Design alu_issue_ctrl, sky130hd; sources not shown.
Fig. 1: the metal 2 layer
Drawn at 2 px/um. Cells faint in the background.
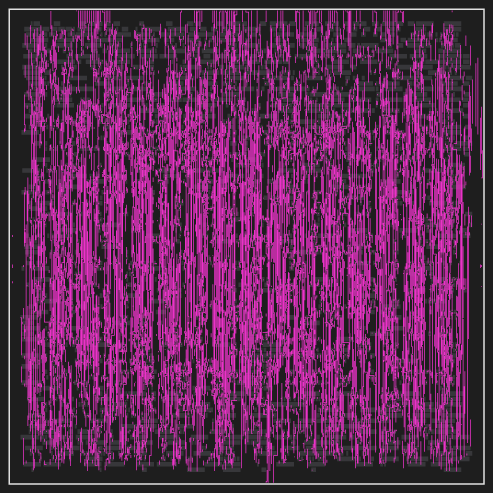
main direction	vertical
longest straight run	126 um
wire length on this layer	48.9 mm
share of all routed wire	41%
nets with wire on the layer	2,594
total number of vias: 24,489
aggregate routed wire length: 119 mm
global-route met2 utilization: 59.1%

Fig. 2: met3 routing
Drawn at 2 px/um. Cells faint in the background.
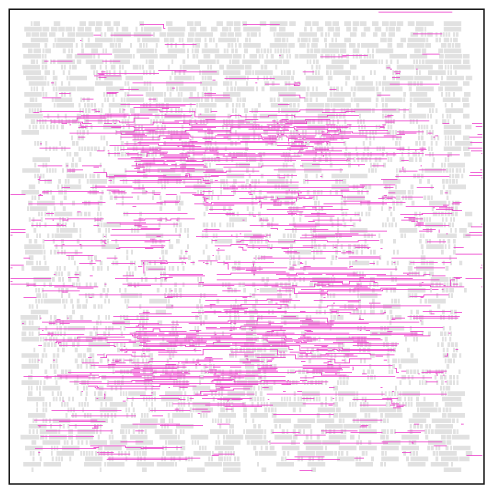
wire length on this layer	14,200 um
share of all routed wire	12%
longest straight run	137 um
main direction	horizontal
nets with wire on the layer	445
grt met3 use: 12.9%

Fig. 3: wiring heat map
Drawn at 1.5 px/um. The die is cut into 24 by 24 equal tiles; dark blue is low, red is high, scaled to the fullest tile. Values are wire area over tile area, all layers added.
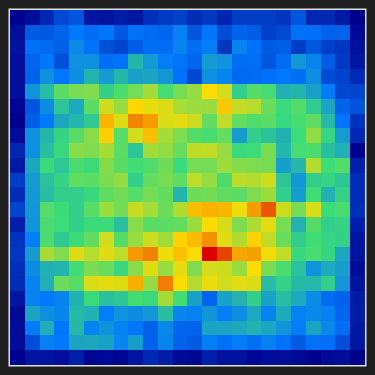
nearly empty tiles	2.8%
fullest tile	0.98
densest ninth of the die	centre
mean over tiles	0.38
tiles over half the peak	36%
Wirelength per Cell: 28.7 um
Total Routing Usage GR: 41.1%

Fig. 4: track usage over the die
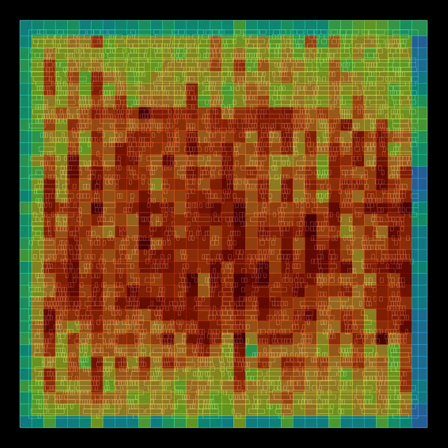
Final Core Density: 47.4%
most used routing layer: met2
met1 track demand over resource in global routing: 52.2%

==> commit_impl_results.txt <==
Refresh implementation metrics

* Worst reg2reg path depth: 9
- Ports placed on the boundary: 115
* Cell with the most instances after synthesis: nand2_1
* Post-synthesis sequential element count: between 300 and 400
* Clock transition time at the flip-flop clock pins of the worst setup and hold paths: about 0.060 ns
- Per the CTS log, the buffer count on the longest clock path is 3.
- Total clock sinks: about 340
- In the floorplan report the effective utilization is about two fifths.
- Vertical die size: 237 um
- Setup slack on the critical path of the routed design comes to -0.0576 ns.
- In the final run the clock tree shows a worst skew of approximately 0.05 ns.
* Cell total after placement: ~4,000
- The routed layout reports a DRC error count of 0.
* Setup repair after global routing missed its margin: yes
- Static leakage power: 11.7 nW
- Run status: finished, violations left
* Placeable Area: ~50,000 um2
- The biggest area contributor in the post-synthesis netlist is dfrtp_1.
* Proportion of synthesized flip-flops having asynchronous set or reset: 100%
- The CTS report gives the tree buffer count as roughly 94.
- Per the run report, area growth between synthesis and finish was 17.9%.
- First-pass GRT wire length: between 150 and 200 mm
* Area share, top type: 41.4%
- Clock Root Buffer: clkbuf_4
- Maximum fanout count along the critical path: 10
* Register-to-Register Setup Slack: ~0.24 ns
- Number of fill cells in the layout: 5,440
* Hold Violations, Final: 0
* Hold/Removal Path Class: reg2reg
- For reference, the placement row count at floorplan is about 83.
- Setup CP Type: in2out
- Sequential cells were found to cover about two fifths of the synthesized design area.
- The tool warning count for the run is 31.
* Clock tree from TritonCTS: built
- A synthesized cell averages between 6 and 7 um2.
- Biggest area cells: dfrtp_1, nand2_1, nand3_1
- Number of stages on the worst hold path: 2
* Top post-synthesis cells by count: nand2_1, dfrtp_1, nand3_1
- The initial antenna violation count was 5.
- Antenna-violating nets left: 0
- Final standard cell count with taps included and fillers excluded: between 4,000 and 5,000
- Logged for this run, the post-placement worst setup slack is -1.92 ns.
- Setup violations, final: 4
* Kind of start point of the critical path: primary input
- Number of nets produced by synthesis: roughly 3,200
* Overflow left after global routing: 0
* Share of layout cells above drive strength 1: approximately 11%
- Die Wd: around 240 um
- The flow reported a cell area power density of 348 nW/um2.
- The sequential cells in the finished layout cover a total of between 8000 and 9000 um2.
* Detail Placement HPWL: 85.1 mm
- Failing checks: negative setup slack
- Total die area: 56,000 um2
- Per the gpl log, the routability congestion estimate is around 1.1.
==> worst register-to-register path, cell delays in order, from the launching register on <==
cell      delay, ns
dfrtp_1        0.36
clkbuf_1       0.64
buf_1          1.04
nand3_1        0.23
nand3_1        0.23
nand2_1        0.23
nand2_1        0.11
nand2_1        0.07
nand2_1        0.06
nand2_1        0.05
==> repair_timing <==
action                     CTS  global route
pin swaps                    1             4
hold endpoints to repair    13             0
setup buffers                2             0
setup endpoints to repair   16            16
cloned                       0             0
hold buffers                 1             0
resized                    209            36
==> report_power, final <==
group          switching [mW]  internal, mW  leakage (nW)
combinational           0.439         0.186          6.45
clock                    1.92          1.83         0.682
sequential            0.00116          4.05          4.61
total                    2.36          6.07          11.7
==> per-stage QoR <==
stage          area [um2]  power, mW  TNS [ns]
2_1_floorplan       20500       4.31         0
3_3_place_gp        22500       4.66  -4682.37
3_5_place_dp        22600       4.67    -29.50
4_1_cts             24300       8.45   -0.0806
5_1_grt             24200       8.68    -0.129
6_report            24200       8.43    -0.119
==> cell usage in the layout, fill, tap and decap left out, types with 20 or more instances in the layout <==
cell type        synthesis  layout
clkinv_1                 7      40
o211ai_1                48      48
a21oi_1                 99      99
nand3_1                303     299
clkbuf_1                74      32
buf_1                   47      39
dfrtp_1                340     339
o21ai_1                128     134
nand2_2                 16      20
o21ai_0                133     126
nand2_1               1565    1561
nor2_1                 108     108
clkbuf_4                 0     133
buf_2                   88      96
inv_1                  158     156
clkdlybuf4s50_1          0      93
==> per-layer routing <==
layer	global-route usage (%)	wire (um)	part of all wire (%)	vias up
li1	-	-	-	10509
met1	52.2	45300	38	11702
met2	59.1	48900	41	1764
met3	12.9	14200	12	512
met4	29.5	10600	8.9	2
met5	0	18	0.015	-
==> cell families (layout without fill, tap and decap cells) <==
kind of cell	after synthesis	count (layout)	share of synthesized area, %
xor+xnor	6	6	0.256
flops	340	340	41.4
buf+inv	398	684	7.99
compound gates	416	416	10.9
fa+ha+maj	1	1	0.0609
simple gates	2007	2007	39.1
other cells	0	6	0
mux	6	6	0.329
==> final cells by class <==
| type | count | area share (%) |
|---|---|---|
| Sequential cell | 340 | 35.1 |
| Antenna cell | 6 | 0.0620 |
| Tap cell | 680 | 3.51 |
| Clock inverter | 46 | 0.976 |
| Buffer | 221 | 5.77 |
| Timing Repair Buffer | 118 | 4.93 |
| Inverter | 177 | 2.78 |
| Clock buffer | 122 | 3.78 |
| Multi-Input combinational cell | 2436 | 43.1 |
No activity file was given, so power comes from the tool's default toggle rates.
